$ cat src/rtl/dmem_pkg.sv
// Shared constants, arbiter state encoding and address legality for the data memory.
package dmem_pkg;

  localparam int ADDR_W = 64;
  localparam int DATA_W = 64;
  localparam logic [ADDR_W-1:0] MEM_BYTES = 64'd8192;

  typedef enum logic [1:0] {
    ARB   = 2'd0,
    LOCK0 = 2'd1,
    LOCK1 = 2'd2
  } arb_state_t;

  // Legal means inside the memory and aligned to a 64-bit word.
  function automatic logic addr_legal(input logic [ADDR_W-1:0] addr);
    return (addr < MEM_BYTES) && (addr[2:0] == 3'b000);
  endfunction

endpackage

$ cat src/rtl/dmem_arbiter_if.sv
// Request/response bundle between one requester and the data-memory arbiter.
interface dmem_req_if;
  import dmem_pkg::*;

  logic              req_valid;
  logic              req_ready;
  logic              req_write;
  logic              req_lock;
  logic [ADDR_W-1:0] req_addr;
  logic [DATA_W-1:0] req_wdata;
  logic              rsp_valid;
  logic [DATA_W-1:0] rsp_rdata;
  logic              rsp_err;

  modport master (
    output req_valid, req_write, req_lock, req_addr, req_wdata,
    input  req_ready, rsp_valid, rsp_rdata, rsp_err
  );

  modport slave (
    input  req_valid, req_write, req_lock, req_addr, req_wdata,
    output req_ready, rsp_valid, rsp_rdata, rsp_err
  );

endinterface

$ cat src/rtl/dmem_rr_pick.sv
// Two-way round-robin chooser: on a tie the requester that was not served last wins.
module dmem_rr_pick (
  input  logic [1:0] req,
  input  logic       last,
  output logic [1:0] gnt
);

  assign gnt[0] = req[0] & (~req[1] | last);
  assign gnt[1] = req[1] & (~req[0] | ~last);

endmodule

$ cat src/rtl/dmem_arbiter.sv
// Round-robin arbiter sharing the single-port data memory between two requesters,
// with a bounded lock for read-modify-write sequences and a one-cycle response path.
module dmem_arbiter
  import dmem_pkg::*;
#(
  parameter int LOCK_MAX = 16
) (
  input  logic              clk,
  input  logic              reset,
  dmem_req_if.slave         m0,
  dmem_req_if.slave         m1,
  output logic [ADDR_W-1:0] mem_addr,
  output logic [DATA_W-1:0] mem_wdata,
  output logic              mem_write,
  output logic              mem_read,
  input  logic [DATA_W-1:0] mem_rdata
);

  localparam int CNT_W = $clog2(LOCK_MAX) + 1;
  localparam logic [CNT_W-1:0] CNT_LAST = CNT_W'(LOCK_MAX - 1);

  arb_state_t        state_reg, state_next;
  logic              rr_last_reg, rr_last_next;
  logic [CNT_W-1:0]  lock_cnt_reg, lock_cnt_next;

  logic [1:0]        rsp_valid_reg;
  logic              rsp_err_reg;
  logic              rsp_rd_reg;

  logic [1:0]        req_valid;
  logic [1:0]        pick_gnt;
  logic [1:0]        gnt;
  logic              sel;
  logic              acc_any;
  logic              sel_write;
  logic              sel_lock;
  logic [ADDR_W-1:0] sel_addr;
  logic [DATA_W-1:0] sel_wdata;
  logic              legal;

  assign req_valid = {m1.req_valid, m0.req_valid};

  dmem_rr_pick u_pick (
    .req  (req_valid),
    .last (rr_last_reg),
    .gnt  (pick_gnt)
  );

  // Grant is purely combinational; while locked only the owner may be served.
  always_comb begin
    gnt = 2'b00;
    if (!reset) begin
      case (state_reg)
        ARB:     gnt = pick_gnt;
        LOCK0:   gnt = {1'b0, req_valid[0]};
        LOCK1:   gnt = {req_valid[1], 1'b0};
        default: gnt = 2'b00;
      endcase
    end
  end

  assign sel       = gnt[1];
  assign acc_any   = |gnt;
  assign sel_write = sel ? m1.req_write : m0.req_write;
  assign sel_lock  = sel ? m1.req_lock  : m0.req_lock;
  assign sel_addr  = sel ? m1.req_addr  : m0.req_addr;
  assign sel_wdata = sel ? m1.req_wdata : m0.req_wdata;
  assign legal     = addr_legal(sel_addr);

  assign m0.req_ready = gnt[0];
  assign m1.req_ready = gnt[1];

  // Illegal beats are still accepted, but never strobe the memory.
  assign mem_addr  = acc_any ? sel_addr  : '0;
  assign mem_wdata = acc_any ? sel_wdata : '0;
  assign mem_write = acc_any &  sel_write & legal;
  assign mem_read  = acc_any & ~sel_write & legal;

  always_comb begin
    state_next    = state_reg;
    rr_last_next  = rr_last_reg;
    lock_cnt_next = lock_cnt_reg;
    case (state_reg)
      ARB: begin
        if (acc_any) begin
          rr_last_next = sel;
          if (sel_lock) begin
            state_next    = sel ? LOCK1 : LOCK0;
            lock_cnt_next = '0;
          end
        end
      end
      LOCK0, LOCK1: begin
        lock_cnt_next = lock_cnt_reg + CNT_W'(1);
        if (acc_any) begin
          rr_last_next = sel;
        end
        if (acc_any && !sel_lock) begin
          state_next    = ARB;
          lock_cnt_next = '0;
        end else if (lock_cnt_reg == CNT_LAST) begin
          // Owner held the lock too long: force release and let the other side in next.
          state_next    = ARB;
          rr_last_next  = (state_reg == LOCK1);
          lock_cnt_next = '0;
        end
      end
      default: begin
        state_next    = ARB;
        lock_cnt_next = '0;
      end
    endcase
  end

  always_ff @(posedge clk or posedge reset) begin
    if (reset) begin
      state_reg    <= ARB;
      rr_last_reg  <= 1'b1;
      lock_cnt_reg <= '0;
    end else begin
      state_reg    <= state_next;
      rr_last_reg  <= rr_last_next;
      lock_cnt_reg <= lock_cnt_next;
    end
  end

  // Response side: memory read data arrives the cycle after mem_read, alongside rsp_valid.
  always_ff @(posedge clk or posedge reset) begin
    if (reset) begin
      rsp_valid_reg <= 2'b00;
      rsp_err_reg   <= 1'b0;
      rsp_rd_reg    <= 1'b0;
    end else begin
      rsp_valid_reg <= gnt;
      rsp_err_reg   <= acc_any & ~legal;
      rsp_rd_reg    <= acc_any & ~sel_write & legal;
    end
  end

  assign m0.rsp_valid = rsp_valid_reg[0];
  assign m1.rsp_valid = rsp_valid_reg[1];
  assign m0.rsp_err   = rsp_valid_reg[0] & rsp_err_reg;
  assign m1.rsp_err   = rsp_valid_reg[1] & rsp_err_reg;
  assign m0.rsp_rdata = (rsp_valid_reg[0] && rsp_rd_reg) ? mem_rdata : '0;
  assign m1.rsp_rdata = (rsp_valid_reg[1] && rsp_rd_reg) ? mem_rdata : '0;

endmodule
$ cat src/flat_wrapper.sv
// flat-port wrapper written by rule: the top's interface ports become plain ports
module dmem_arbiter_flat import dmem_pkg::*;
#(
  parameter int LOCK_MAX = 16
)
  (clk, reset, mem_addr, mem_wdata, mem_write, mem_read, mem_rdata, m0_req_valid, m0_req_write, m0_req_lock, m0_req_addr, m0_req_wdata, m0_req_ready, m0_rsp_valid, m0_rsp_rdata, m0_rsp_err, m1_req_valid, m1_req_write, m1_req_lock, m1_req_addr, m1_req_wdata, m1_req_ready, m1_rsp_valid, m1_rsp_rdata, m1_rsp_err);
  dmem_req_if m0_i ();
  dmem_req_if m1_i ();
  input  logic clk;
  input  logic reset;
  output logic [ADDR_W-1:0] mem_addr;
  output logic [DATA_W-1:0] mem_wdata;
  output logic mem_write;
  output logic mem_read;
  input  logic [DATA_W-1:0] mem_rdata;
  input wire logic [$bits(m0_i.req_valid)-1:0] m0_req_valid;
  input wire logic [$bits(m0_i.req_write)-1:0] m0_req_write;
  input wire logic [$bits(m0_i.req_lock)-1:0] m0_req_lock;
  input wire logic [$bits(m0_i.req_addr)-1:0] m0_req_addr;
  input wire logic [$bits(m0_i.req_wdata)-1:0] m0_req_wdata;
  output wire logic [$bits(m0_i.req_ready)-1:0] m0_req_ready;
  output wire logic [$bits(m0_i.rsp_valid)-1:0] m0_rsp_valid;
  output wire logic [$bits(m0_i.rsp_rdata)-1:0] m0_rsp_rdata;
  output wire logic [$bits(m0_i.rsp_err)-1:0] m0_rsp_err;
  input wire logic [$bits(m1_i.req_valid)-1:0] m1_req_valid;
  input wire logic [$bits(m1_i.req_write)-1:0] m1_req_write;
  input wire logic [$bits(m1_i.req_lock)-1:0] m1_req_lock;
  input wire logic [$bits(m1_i.req_addr)-1:0] m1_req_addr;
  input wire logic [$bits(m1_i.req_wdata)-1:0] m1_req_wdata;
  output wire logic [$bits(m1_i.req_ready)-1:0] m1_req_ready;
  output wire logic [$bits(m1_i.rsp_valid)-1:0] m1_rsp_valid;
  output wire logic [$bits(m1_i.rsp_rdata)-1:0] m1_rsp_rdata;
  output wire logic [$bits(m1_i.rsp_err)-1:0] m1_rsp_err;
  assign m0_i.req_valid = m0_req_valid;
  assign m0_i.req_write = m0_req_write;
  assign m0_i.req_lock = m0_req_lock;
  assign m0_i.req_addr = m0_req_addr;
  assign m0_i.req_wdata = m0_req_wdata;
  assign m0_req_ready = m0_i.req_ready;
  assign m0_rsp_valid = m0_i.rsp_valid;
  assign m0_rsp_rdata = m0_i.rsp_rdata;
  assign m0_rsp_err = m0_i.rsp_err;
  assign m1_i.req_valid = m1_req_valid;
  assign m1_i.req_write = m1_req_write;
  assign m1_i.req_lock = m1_req_lock;
  assign m1_i.req_addr = m1_req_addr;
  assign m1_i.req_wdata = m1_req_wdata;
  assign m1_req_ready = m1_i.req_ready;
  assign m1_rsp_valid = m1_i.rsp_valid;
  assign m1_rsp_rdata = m1_i.rsp_rdata;
  assign m1_rsp_err = m1_i.rsp_err;
  dmem_arbiter #(.LOCK_MAX(LOCK_MAX)) u_core (.clk(clk), .reset(reset), .m0(m0_i), .m1(m1_i), .mem_addr(mem_addr), .mem_wdata(mem_wdata), .mem_write(mem_write), .mem_read(mem_read), .mem_rdata(mem_rdata));
endmodule
$ cat config.mk
export PLATFORM = sky130hd
export DESIGN_NAME = dmem_arbiter_flat
export DESIGN_NICKNAME = d
export VERILOG_FILES = /design/src/rtl/dmem_pkg.sv /design/src/rtl/dmem_arbiter_if.sv /design/src/rtl/dmem_rr_pick.sv /design/src/rtl/dmem_arbiter.sv /design/src/flat_wrapper.sv
export SDC_FILE = /design/constraint.sdc
export NUM_CORES = 1
export LEC_CHECK = 0
export CORE_AREA = 2 2 227 229
export CTS_CLUSTER_DIAMETER = 50
export DETAILED_ROUTE_END_ITERATION = 12
export DIE_AREA = 0 0 229 231
export PLACE_DENSITY = 0.3
export SYNTH_ARGS = -nofsm -noshare
export SYNTH_HDL_FRONTEND = slang
export SYNTH_SLANG_ARGS = --single-unit
export TNS_END_PERCENT = 1
$ cat constraint.sdc
create_clock -name clk -period 5.61 [get_ports clk]
set_clock_uncertainty 0.2 [all_clocks]
set_input_delay 1.122 -clock clk [delete_from_list [all_inputs] [get_ports clk]]
set_output_delay 1.122 -clock clk [all_outputs]
set_load 0.03 [all_outputs]
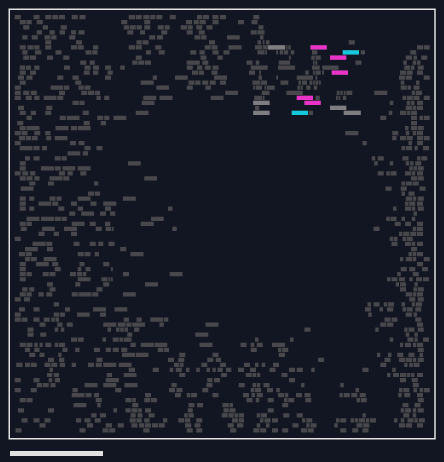
flops_by_reg.png
Scale bar: 50 um.
| color | netlist name | flops |
|---|---|---|
| cyan | `u_core.rsp_valid_reg` | 2 |
| magenta | `u_core.lock_cnt_reg` | 5 |
not colored: 5

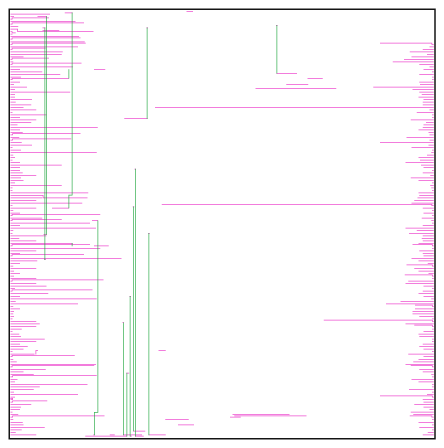
wires.png
Two of the layers only.
| color | layer | wire length |
|---|---|---|
| magenta | metal 3 | 4410 um |
| green | metal 4 | 1090 um |

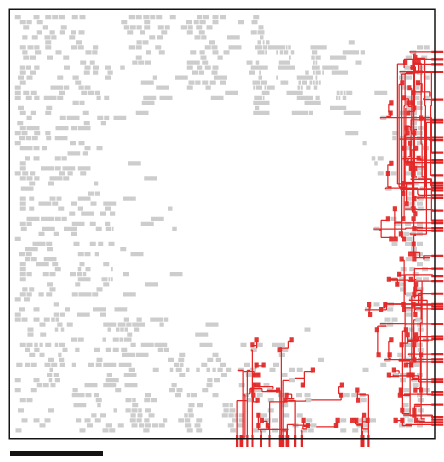
io_fan.png
Scale bar: 50 um.
| color | port | direction | end cells | buffers | wire |
|---|---|---|---|---|---|
| red | `mem_rdata` | input | 128 | 64 | 3130 um |

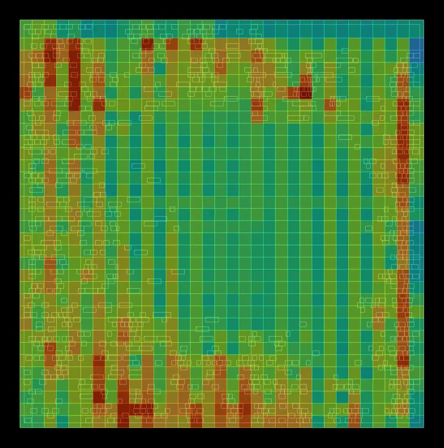
congestion.png
global-route met3 utilization: 0.06077
GR Layer Usage met2: 0.2503
met1 usage: 0.1185
GR peak layer: met2
GRT Util Overall: 0.1286

## placed cells by master (no fill, tap or decap), types with 5 or more instances in the layout
| master | n |
|---|---|
| ha_1 | 5 |
| and3_1 | 129 |
| nor4_1 | 26 |
| nand4_1 | 7 |
| buf_4 | 17 |
| dfrtp_1 | 10 |
| inv_1 | 7 |
| a22o_1 | 132 |
| clkdlybuf4s50_1 | 517 |
| nand2_1 | 11 |
| nor2_1 | 6 |
| buf_12 | 77 |
## path summary, 6_finish.rpt
| path | start | endpoint | slack, ns |
|---|---|---|---|
| max | m0_req_valid | mem_addr[34] | 0.59 |
| min | u_core.lock_cnt_reg[4]$_DFFE_PP0P_ | u_core.lock_cnt_reg[4]$_DFFE_PP0P_ | 0.31 |
| max reg2reg | u_core.state_reg[0]$_DFFE_PP0P_ | u_core.lock_cnt_reg[2]$_DFFE_PP0P_ | 2.78 |
| min reg2reg | u_core.lock_cnt_reg[4]$_DFFE_PP0P_ | u_core.lock_cnt_reg[4]$_DFFE_PP0P_ | 0.31 |
| max in group asynchronous | reset | u_core.rsp_rd_reg$_DFF_PP0_ | 3.75 |
| min in group asynchronous | reset | u_core.lock_cnt_reg[0]$_DFFE_PP0P_ | 1.10 |
## area by class of cell
type,count,area (sq um),share of cell area
Inverter,8,32.53,0.003038
Tap cell,680,850.8,0.07946
Timing Repair Buffer,611,6844,0.6392
Multi-Input combinational cell,349,2594,0.2422
Sequential cell,12,302.8,0.02828
Clock buffer,4,78.83,0.007362
Antenna cell,2,5.005,0.0004674
## metal layers
metal,vias to the layer above,track usage,part of all wire
met3,28,0.06077,0.12
met5,-,0,0.00068
met1,2732,0.1185,0.32
met4,4,0.03470,0.030
met2,376,0.2503,0.53
li1,2851,-,-
==> results_slide.txt <==
Key Metrics from the Run

Pwr
  – Seq power: 0.000136 W
  – Gate power share: 0.907
  – Clock power frac: 0.046
  – Pwr top: combinational logic
  – Sequential share of power: 0.047
  – Internal power: 0.001458 W
  – Maximum vdd drop: 0.0001073 V
  – Leak pwr: 4.301 nW
  – PD cells: 270.2 nW/um^2
  – Psw: 0.001435 W
  – Final Power: 0.002893 W
  – Sw Share: 0.4961
  – Combinational gate power: 0.00262 W
  – P_clk: 0.000133 W

Synth
  – EDFF count, synth: 0
  – Ys async rst share: 1.000
  – Top cells by area: a22o_1 (36%), and3_1 (25%), dfrtp_1 (8.6%)
  – XOR Share, Synth: 0
  – Synth Seq Share: 0.09466
  – Most frequent cell after synthesis: a22o_1
  – Post-synthesis adder-cell area fraction: 0.01964
  – Syn_nets: 759
  – Flops after synth: 12
  – Synth warn: 0
  – Synth Instances: 426
  – Cell count in the Yosys report: 426
  – Mux share: 0.006284
  – Commonest cells post-synth: a22o_1 (132), and3_1 (129), clkbuf_1 (31)
  – Syn Area/Cell: 7.478 sq um
  – Simple Share, Synth: 0.3712
  – Yosys top cell by area: a22o_1
  – Post-Syn Area: 3186 sq um
  – Primary FF master, synth: dfrtp_1
  – Area leader share: 0.3629
  – Yosys Chip Area: 3186 sq um
  – Count of cell types in the netlist: 36
  – Synth Area in Compound Gates: 0.4124
  – Comb area leader: AND-OR/OR-AND gates

Placed design
  – Port-buffer cells: 591
  – HPWL after DPL: 32.84 mm
  – Placer Congestion: 0.8526
  – Dpl cells: 1660
  – Placement Setup Slack: 0.5844 ns
  – Placed Area: 10620 sq um

Worst setup path
  – Most frequent CP cell: clkdlybuf4s50_1
  – CP arrival: 3.70 ns
  – Startpoint types: input port
  – Crit path depth: 8
  – CP peak stage delay: 0.67 ns
  – Critical path fanouts, max: 30
  – CP Capture Type: primary output
  – Delay-heaviest family, CP: buffers and inverters
  – Crit path kind: in2out
  – Worst R2R Path Depth: 10
  – Crit path cell chain: clkdlybuf4s50_1, a21boi_2, o21ai_2, or3_4, inv_4, buf_4, a22o_1, clkdlybuf4s50_1
  – Worst EP required: 4.29 ns
  – Slowest cell on crit path: clkdlybuf4s50_1
  – CP bufs+invs: 4

Die
  – Initial core utilization: 0.06286
  – # IOs: 592
  – Die Size: 52900 sq um
  – Chip height: 231 um
  – Core area: 50680 sq um
  – Die span in x: 229 um
  – Row count: 83

Clock network
  – Clock sink count: 12
  – Root buf cell: clkbuf_16
  – Worst-skew pair later-pin latency: 0.24 ns
  – Hold buffer count at CTS: 0
  – CTS max path bufs: 2
  – CTS tree: built
  – Post CTS Setup Buffer Count: 0
  – CTS buffer count: 3
  – Post_cts resized: 0
  – Reg clk slew, reported paths: 0.04 ns
  – Max H-tree Level: 1

Final timing
  – Slew of the pin with the lowest slew margin: 0.6253 ns
  – Fin Hold WS: 0.3150 ns
  – Final setup violation count: 0
  – Final period util: 0.8946
  – Fin. Hold Viols: 0
  – Setup slack after layout: 0.5911 ns
  – Min Clock Period, post-route: 5.019 ns
  – RSZ-0062 raised after global routing: false
  – Setup TNS: 0 ns
  – Slew margin rel.: 0.5832
  – Fmax: 199.2 MHz
  – Max-slew violations: 0

Drt
  – Vias post-DR: 5991
  – Initial DRT Pass Iterations: 4
  – WL/cell: 21.92 um
  – # DRC: 0
  – Vias per inst: 3.596
  – Drt total wl: 36.53 mm
  – First DRT Iteration DRCs: 165
  – ANT nets after route: 0

Global route
  – Total gr overflow: 0
  – First-pass GRT wire length: 49.25 mm
  – Pin count of the biggest net entering global routing: 70
  – Number of global-route vias before repair: 6322
  – Initial antenna violation count: 6

Final layout
  – Final core utilization: 0.2113
  – Nets: 1318
  – Max FFs per register: 5
  – Filler cells: 5660
  – Syn-to-layout area delta: 236.1%
  – Ratio of cells with drive above 1 in the final layout: 0.1128
  – Design Area, Final: 10710 sq um
  – Post-route insts no fill: 1666

Status
  – Status: completed

Min path
  – Hold Path Depth: 1
  – Hold Path Class: reg2reg

Job
  – Max_cap viols: 0
  – Log Warnings: 29
No activity file was given, so power comes from the tool's default toggle rates.
